==> src/rtl/variable_latency_credit_xbar.sv <==
// Credit-limited request/response crossbar with per-port round-robin arbitration
// and optional single-cycle pipeline stages on the request and response outputs.
module variable_latency_credit_xbar #(
    parameter int NumIn          = 4,
    parameter int NumOut         = 6,
    parameter int ReqDataWidth   = 32,
    parameter int RespDataWidth  = 32,
    parameter int MaxOutstanding = 4,
    parameter bit SpillReq       = 1'b0,
    parameter bit SpillResp      = 1'b0,
    localparam int TgtW = (NumOut > 1) ? $clog2(NumOut) : 1,
    localparam int IniW = (NumIn > 1) ? $clog2(NumIn) : 1,
    localparam int CntW = $clog2(MaxOutstanding + 1)
) (
    input  logic                                   clk_i,
    input  logic                                   rst_ni,
    input  logic [NumIn-1:0]                       req_valid_i,
    output logic [NumIn-1:0]                       req_ready_o,
    input  logic [NumIn-1:0][TgtW-1:0]             req_tgt_i,
    input  logic [NumIn-1:0][ReqDataWidth-1:0]     req_data_i,
    output logic [NumIn-1:0]                       resp_valid_o,
    input  logic [NumIn-1:0]                       resp_ready_i,
    output logic [NumIn-1:0][RespDataWidth-1:0]    resp_data_o,
    output logic [NumOut-1:0]                      req_valid_o,
    input  logic [NumOut-1:0]                      req_ready_i,
    output logic [NumOut-1:0][IniW-1:0]            req_ini_addr_o,
    output logic [NumOut-1:0][ReqDataWidth-1:0]    req_data_o,
    input  logic [NumOut-1:0]                      resp_valid_i,
    output logic [NumOut-1:0]                      resp_ready_o,
    input  logic [NumOut-1:0][IniW-1:0]            resp_ini_addr_i,
    input  logic [NumOut-1:0][RespDataWidth-1:0]   resp_data_i,
    output logic [NumIn-1:0][CntW-1:0]             outstanding_o,
    output logic                                   tgt_err_o
);

    logic [NumOut-1:0][NumIn-1:0]  req_elig_s;
    logic [NumOut-1:0][IniW-1:0]   req_gnt_s;
    logic [NumOut-1:0]             req_any_s;
    logic [NumOut-1:0]             req_stage_rdy_s;
    logic [NumOut-1:0][IniW-1:0]   req_ptr_r;
    logic [NumIn-1:0][NumOut-1:0]  rsp_elig_s;
    logic [NumIn-1:0][TgtW-1:0]    rsp_gnt_s;
    logic [NumIn-1:0]              rsp_any_s;
    logic [NumIn-1:0]              rsp_stage_rdy_s;
    logic [NumIn-1:0][TgtW-1:0]    rsp_ptr_r;
    logic [NumIn-1:0][CntW-1:0]    cnt_r;
    logic [NumIn-1:0]              req_hs_s;
    logic [NumIn-1:0]              rsp_hs_s;
    logic                          bad_tgt_s;
    logic                          tgt_err_r;

    function automatic int wrap_idx(input int base, input int k, input int n);
        return (base + k) % n;
    endfunction

    // Request side: eligibility, per-target round-robin pick, initiator ready
    always_comb begin
        req_elig_s  = '0;
        req_gnt_s   = '0;
        req_any_s   = '0;
        req_ready_o = '0;
        bad_tgt_s   = 1'b0;
        for (int i = 0; i < NumIn; i++) begin
            bad_tgt_s = bad_tgt_s | (req_valid_i[i] && (int'(req_tgt_i[i]) >= NumOut));
        end
        for (int t = 0; t < NumOut; t++) begin
            for (int i = 0; i < NumIn; i++) begin
                req_elig_s[t][i] = req_valid_i[i] && (int'(req_tgt_i[i]) == t) &&
                                   (cnt_r[i] < CntW'(MaxOutstanding));
            end
            // Scanning downward leaves the first eligible index at/after the pointer
            for (int k = NumIn - 1; k >= 0; k--) begin
                req_any_s[t] = req_any_s[t] | req_elig_s[t][wrap_idx(int'(req_ptr_r[t]), k, NumIn)];
                req_gnt_s[t] = req_elig_s[t][wrap_idx(int'(req_ptr_r[t]), k, NumIn)] ?
                               IniW'(wrap_idx(int'(req_ptr_r[t]), k, NumIn)) : req_gnt_s[t];
            end
            for (int i = 0; i < NumIn; i++) begin
                req_ready_o[i] = req_ready_o[i] |
                    (req_elig_s[t][i] && (req_gnt_s[t] == IniW'(i)) && req_stage_rdy_s[t]);
            end
        end
    end

    // Response side: eligibility, per-initiator round-robin pick, target ready
    always_comb begin
        rsp_elig_s   = '0;
        rsp_gnt_s    = '0;
        rsp_any_s    = '0;
        resp_ready_o = '0;
        for (int i = 0; i < NumIn; i++) begin
            for (int t = 0; t < NumOut; t++) begin
                rsp_elig_s[i][t] = resp_valid_i[t] && (int'(resp_ini_addr_i[t]) == i);
            end
            for (int k = NumOut - 1; k >= 0; k--) begin
                rsp_any_s[i] = rsp_any_s[i] | rsp_elig_s[i][wrap_idx(int'(rsp_ptr_r[i]), k, NumOut)];
                rsp_gnt_s[i] = rsp_elig_s[i][wrap_idx(int'(rsp_ptr_r[i]), k, NumOut)] ?
                               TgtW'(wrap_idx(int'(rsp_ptr_r[i]), k, NumOut)) : rsp_gnt_s[i];
            end
            for (int t = 0; t < NumOut; t++) begin
                resp_ready_o[t] = resp_ready_o[t] |
                    (rsp_elig_s[i][t] && (rsp_gnt_s[i] == TgtW'(t)) && rsp_stage_rdy_s[i]);
            end
        end
    end

    // Round-robin pointers advance past the winner only on an accepted transfer
    always_ff @(posedge clk_i) begin
        if (!rst_ni) begin
            req_ptr_r <= '0;
            rsp_ptr_r <= '0;
        end else begin
            for (int t = 0; t < NumOut; t++) begin
                if (req_any_s[t] && req_stage_rdy_s[t]) begin
                    req_ptr_r[t] <= IniW'((int'(req_gnt_s[t]) + 1) % NumIn);
                end else begin
                    req_ptr_r[t] <= req_ptr_r[t];
                end
            end
            for (int i = 0; i < NumIn; i++) begin
                if (rsp_any_s[i] && rsp_stage_rdy_s[i]) begin
                    rsp_ptr_r[i] <= TgtW'((int'(rsp_gnt_s[i]) + 1) % NumOut);
                end else begin
                    rsp_ptr_r[i] <= rsp_ptr_r[i];
                end
            end
        end
    end

    assign req_hs_s = req_valid_i & req_ready_o;
    assign rsp_hs_s = resp_valid_o & resp_ready_i;

    // Saturating in-flight counters, both ends counted at the initiator boundary
    always_ff @(posedge clk_i) begin
        if (!rst_ni) begin
            cnt_r     <= '0;
            tgt_err_r <= 1'b0;
        end else begin
            for (int i = 0; i < NumIn; i++) begin
                if (req_hs_s[i] && !rsp_hs_s[i] && (cnt_r[i] != CntW'(MaxOutstanding))) begin
                    cnt_r[i] <= cnt_r[i] + CntW'(1);
                end else if (!req_hs_s[i] && rsp_hs_s[i] && (cnt_r[i] != CntW'(0))) begin
                    cnt_r[i] <= cnt_r[i] - CntW'(1);
                end else begin
                    cnt_r[i] <= cnt_r[i];
                end
            end
            tgt_err_r <= tgt_err_r | bad_tgt_s;
        end
    end

    assign outstanding_o = cnt_r;
    assign tgt_err_o     = tgt_err_r;

    for (genvar t = 0; t < NumOut; t++) begin : g_req_out
        if (SpillReq) begin : g_spill
            logic                    v_r;
            logic [IniW-1:0]         a_r;
            logic [ReqDataWidth-1:0] d_r;
            assign req_stage_rdy_s[t] = !v_r || req_ready_i[t];
            // Pipeline stage: reloads whenever empty or drained this cycle
            always_ff @(posedge clk_i) begin
                if (!rst_ni) begin
                    v_r <= 1'b0;
                    a_r <= '0;
                    d_r <= '0;
                end else if (req_stage_rdy_s[t]) begin
                    v_r <= req_any_s[t];
                    a_r <= req_gnt_s[t];
                    d_r <= req_data_i[req_gnt_s[t]];
                end else begin
                    v_r <= v_r;
                    a_r <= a_r;
                    d_r <= d_r;
                end
            end
            assign req_valid_o[t]    = v_r;
            assign req_ini_addr_o[t] = a_r;
            assign req_data_o[t]     = d_r;
        end else begin : g_comb
            assign req_stage_rdy_s[t] = req_ready_i[t];
            assign req_valid_o[t]     = req_any_s[t];
            assign req_ini_addr_o[t]  = req_gnt_s[t];
            assign req_data_o[t]      = req_data_i[req_gnt_s[t]];
        end
    end

    for (genvar i = 0; i < NumIn; i++) begin : g_rsp_out
        if (SpillResp) begin : g_spill
            logic                     v_r;
            logic [RespDataWidth-1:0] d_r;
            assign rsp_stage_rdy_s[i] = !v_r || resp_ready_i[i];
            // Pipeline stage for the response delivered to this initiator
            always_ff @(posedge clk_i) begin
                if (!rst_ni) begin
                    v_r <= 1'b0;
                    d_r <= '0;
                end else if (rsp_stage_rdy_s[i]) begin
                    v_r <= rsp_any_s[i];
                    d_r <= resp_data_i[rsp_gnt_s[i]];
                end else begin
                    v_r <= v_r;
                    d_r <= d_r;
                end
            end
            assign resp_valid_o[i] = v_r;
            assign resp_data_o[i]  = d_r;
        end else begin : g_comb
            assign rsp_stage_rdy_s[i] = resp_ready_i[i];
            assign resp_valid_o[i]    = rsp_any_s[i];
            assign resp_data_o[i]     = resp_data_i[rsp_gnt_s[i]];
        end
    end

endmodule

==> config.mk <==
export PLATFORM = sky130hd
export DESIGN_NAME = variable_latency_credit_xbar
export DESIGN_NICKNAME = d
export VERILOG_FILES = /design/src/rtl/variable_latency_credit_xbar.sv
export SDC_FILE = /design/constraint.sdc
export NUM_CORES = 1
export LEC_CHECK = 0
export CAP_MARGIN = 20
export CORE_AREA = 2 2 286 288
export DETAILED_ROUTE_END_ITERATION = 8
export DIE_AREA = 0 0 288 290
export DONT_BUFFER_PORTS = 1
export SYNTH_ARGS = -nofsm -noshare
export SYNTH_HDL_FRONTEND = slang
export SYNTH_SLANG_ARGS = --single-unit
==> constraint.sdc <==
create_clock -name clk_i -period 6.1 [get_ports clk_i]
set_clock_uncertainty 0.15 [all_clocks]
set_input_delay 1.22 -clock clk_i [delete_from_list [all_inputs] [get_ports clk_i]]
set_output_delay 1.22 -clock clk_i [all_outputs]
set_load 0.03 [all_outputs]
==> flow_metrics.py <==
# Generated from Yosys and OpenROAD reports
metrics = {
    "drt": {
        "drcViolationCount": 0,
        "dr_total_vias": 27000,
        "wirelength_um": 101000,
        "drtAntennaViolNets": 0,
        "drt_pass1_iterations": 6,
        "initialDrtViolationCount": 2537,
        "wl_per_cell_um": 22.6,
        "vias_per_cell": 6.02,
    },
    "timing": {
        "finalHoldViolations": 0,
        "timing.hold.ws_ns": 0.396,
        "tightest_slew_ns": 0.860,
        "worst_slew_margin_rel": 0.412,
        "maxSlewViolCount": 0,
        "min_period_ns": 5.91,
        "finalCritPeriodShare": 0.970,
        "setup_slack_ns": 0.186,
        "fmax_ghz": 0.169,
    },
    "grt": {
        "grt.total_usage": 0.217,
        "grt_pass1_vias": 23500,
        "grt_pass1_wl_um": 146000,
        "grt_max_degree": 98,
        "antenna_found_initial": 2,
        "overflow": 0,
    },
    "synthesis": {
        "yosys-stat-area_um2": 19600,
        "yosys_warnings": 0,
        "topCombFamilyByArea": "simple AND/OR/NAND/NOR gates",
        "ff_type": "dfxtp_1",
        "edf_count": 0,
        "synth_cell_types": 90,
        "ys_sh_xor": 0.00965,
        "avgSynthCellArea_um2": 5.94,
        "yosys-mux-area-fraction": 0.0782,
        "ys.flops": 37,
        "async_flop_share": 0,
        "syn_inst": 3296,
        "syn_area_um2": 19600,
        "yosysSeqAreaShare": 0.0378,
        "synthAoiAreaFrac": 0.325,
        "ys_cells": 3296,
        "fa_ha_area_frac": 0.0665,
        "syn_nets": 3762,
        "simple_gate_share": 0.411,
    },
    "cells_and_area": {
        "clk_share": 0.00632,
        "fillers": 8879,
        "area_growth_pct": 21.5,
        "combGateArea_um2": 17900,
        "logic_gates": 2910,
        "seq-cell-share": 0.0319,
        "antenna_cells": 1,
        "fin_nets": 3897,
        "area_dominant_class": "multi-input combinational cells",
        "nClkBuffers": 5,
        "inverters": 70,
        "combAreaFraction": 0.751,
        "lay_top_count": "nand2_1",
        "drive_gt1_frac": 0.159,
        "seqCellArea_um2": 758,
        "flops": 37,
        "nNonClkBuffers": 407,
        "nonClkBufAreaFrac": 0.144,
    },
    "clock_tree": {
        "root_buffer": "clkbuf_16",
        "holdBufCountCts": 0,
        "clkTransAtPathRegs_ns": 0.08,
        "cts-buffers-inserted": 5,
        "cts.path.max_buffers": 2,
        "cts_tree": "done",
        "clkSinkCount": 37,
        "clock.latency.late_pin_ns": 0.31,
        "htree_levels": 2,
    },
    "die": {
        "initial_utilization": 0.244,
        "io_pins": 731,
        "tapCellCount": 1060,
        "chip_area_um2": 83500,
        "die_w_um": 288,
        "rows": 104,
        "fp.coreArea_um2": 80200,
        "die_y_um": 290,
    },
    "critical_path": {
        "rr_startpoint": "rsp_ptr_r[4]",
        "regToRegSetupSlack_ns": 1.11,
        "worst_r2r_endpoint": "rsp_ptr_r[4]",
        "path_max_fanout": 28,
        "endpoint_kind": "output port",
        "reg2regPathDepth": 18,
        "timing.critical_path.from": "rsp_ptr_r[4]",
        "critPathCapture": "resp_ready_o[3]",
        "critical_path_required_ns": 4.73,
        "crit_type": "register to output port",
        "cp.arrival_ns": 4.54,
        "setup.worst_path.start_class": "register",
    },
    "power_and_ir_drop": {
        "power_switching_mw": 10.1,
        "p_int_mw": 5.64,
        "ir_drop_mv": 0.492,
        "combPwrFrac": 0.954,
        "seqPwrFrac": 0.028,
        "p_sw_frac": 0.643,
        "leakage_nw": 10.5,
        "clock_power_share": 0.019,
        "fin_total_pwr_mw": 15.8,
    },
    "placed_design": {
        "gp_congestion": 0.964,
        "dp_worst_setup_slack_ns": 0.253,
        "io_buffer_count": 0,
        "dp_hpwl_um": 74000,
    },
    "status": {
        "status": "completed",
    },
    "run": {
        "tool_warnings": 94,
        "max_cap_violations": 0,
    },
    "worst_hold_path": {
        "min_path_type": "register to register",
    },
}
-- per-stage QoR --
stage	util	TNS (ns)	instance area (um2)	instances
finish	0.297	0	23800	4493
global route	0.297	-0.0105	23800	4493
CTS	0.291	0	23400	4477
detailed placement	0.289	0	23200	4468
global placement	0.289	0	23200	4468
floorplan	-	0	19600	3296
-- registers in the layout, summed over array words and instances (netlist names) --
| name | cells |
|---|---|
| outstanding_o | 12 |
| req_ptr_r | 12 |
| rsp_ptr_r | 12 |
| tgt_err_o | 1 |
-- Yosys cell counts (37+ instances only) --
library cell | n | area share
nand2_1 | 913 | 0.18
nor2_1 | 224 | 0.043
and3_1 | 204 | 0.065
clkbuf_1 | 203 | 0.039
a31oi_1 | 201 | 0.064
o21ai_0 | 126 | 0.032
mux2i_1 | 121 | 0.062
a211oi_1 | 118 | 0.045
nor2b_1 | 113 | 0.036
ha_1 | 96 | 0.061
a21oi_1 | 72 | 0.018
o32ai_1 | 65 | 0.029
inv_1 | 64 | 0.012
nand3_1 | 59 | 0.015
a21o_1 | 52 | 0.020
nand2b_1 | 47 | 0.015
a311oi_1 | 43 | 0.019
buf_2 | 43 | 0.011
o211ai_1 | 39 | 0.015
dfxtp_1 | 37 | 0.038
o22a_1 | 37 | 0.017
-- kinds of logic (layout without fill, tap and decap cells) --
family                   Yosys count  in the layout
multiplexers                     142            142
AND-OR/OR-AND                    910            912
flip-flops                        37             37
other                              0              1
adder cells (fa/ha/maj)          102            102
buffers and inverters            351            485
XOR/XNOR                          19             19
AND/OR/NAND/NOR                 1735           1735
-- how the worst min path moves through the flow --
stage / startpoint / end / slack, ns / cells past startpoint
final: req_ptr_r[6] / req_ptr_r[6] / 0.40 / 2
after global routing: req_ptr_r[7] / req_ptr_r[7] / 0.42 / 2
after CTS: req_ptr_r[10] / req_ptr_r[10] / 0.39 / 2
after detailed placement: req_ptr_r[10] / req_ptr_r[10] / 0.38 / 2
after global placement: req_ptr_r[10] / req_ptr_r[10] / 0.37 / 2
after floorplan: req_ptr_r[10] / req_ptr_r[10] / 0.35 / 2
-- timing repair --
item | in CTS | in global routing
cloned | 0 | 5
pin swaps | 1 | 6
gates resized | 2 | 58
setup buffers | 1 | 10
setup endpoints to repair | 2 | 107
hold endpoints to repair | 0 | 0
-- critical path, stage by stage, from the launching register on --
cell and delay [ns]:
dfxtp_1 0.31, inv_1 0.23, ha_1 0.33, xnor2_4 0.19, ha_1 0.28, nor2b_1 0.20, nand3_1 0.10, o211a_1 0.19
o21a_1 0.23, nor3_2 0.23, o21ai_0 0.12, nor4b_1 0.15, or4_2 0.66, buf_6 0.22, ha_1 0.23, ha_1 0.18
nand3_1 0.06, nand4_1 0.13, buf_4 0.20
-- routing by layer --
layer	vias to the layer above	global-route usage	part of all wire
met5	-	0	0.00014
met4	2	0.110	0.061
met3	385	0.0637	0.13
met2	1885	0.352	0.45
met1	12500	0.258	0.36
li1	12200	-	-
-- power groups by stage --
stage	registers [mW]	clock network [mW]	logic [mW]
finish	0.437	0.296	15.0
global route	0.457	0.318	15.9
CTS	0.436	0.312	14.3
detailed placement	0.441	0	14.2
floorplan	0.396	0	9.65
global placement	0.440	0	14.1
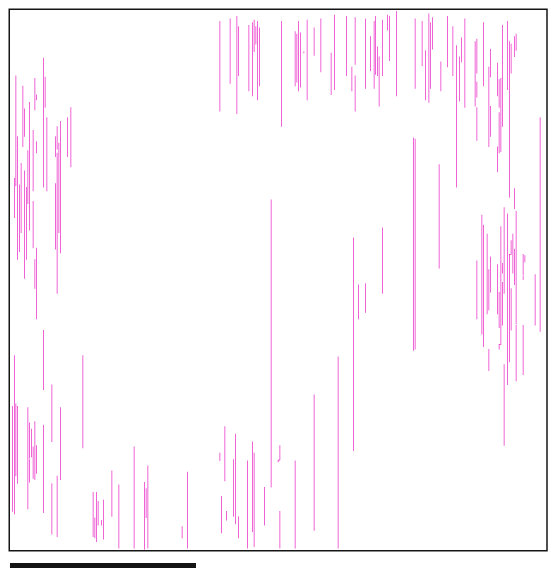
(images/met4.png)
Bar = 100 um.
share of all routed wire: 6.1%
wire length on this layer: 6150 um
nets with wire on the layer: 152
longest straight run: 154 um
main direction: vertical

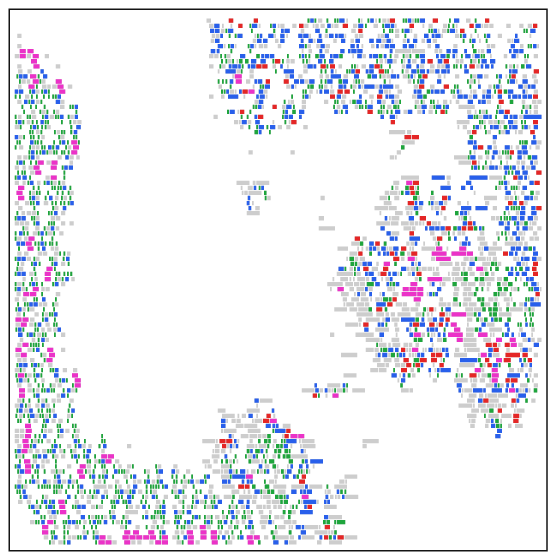
(images/gate_families.png)
legend:
  multiplexers:
    color: magenta
    cells: 142
    where: all over the die
  NAND gates:
    color: green
    cells: 1074
    where: all over the die
  inverting AOI/OAI gates:
    color: blue
    cells: 767
    where: all over the die
  AND-OR and OR-AND gates:
    color: red
    cells: 145

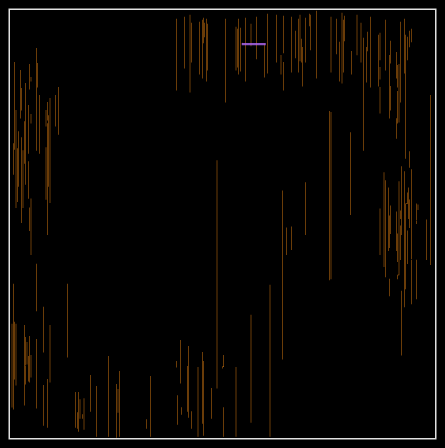
(images/metal_stack.png)
Two of the layers only.
legend:
  met4:
    color: orange
    wire_length: 6150 um
  met5:
    color: purple
    wire_length: 14.7 um

Power and IR drop assume default switching activity.
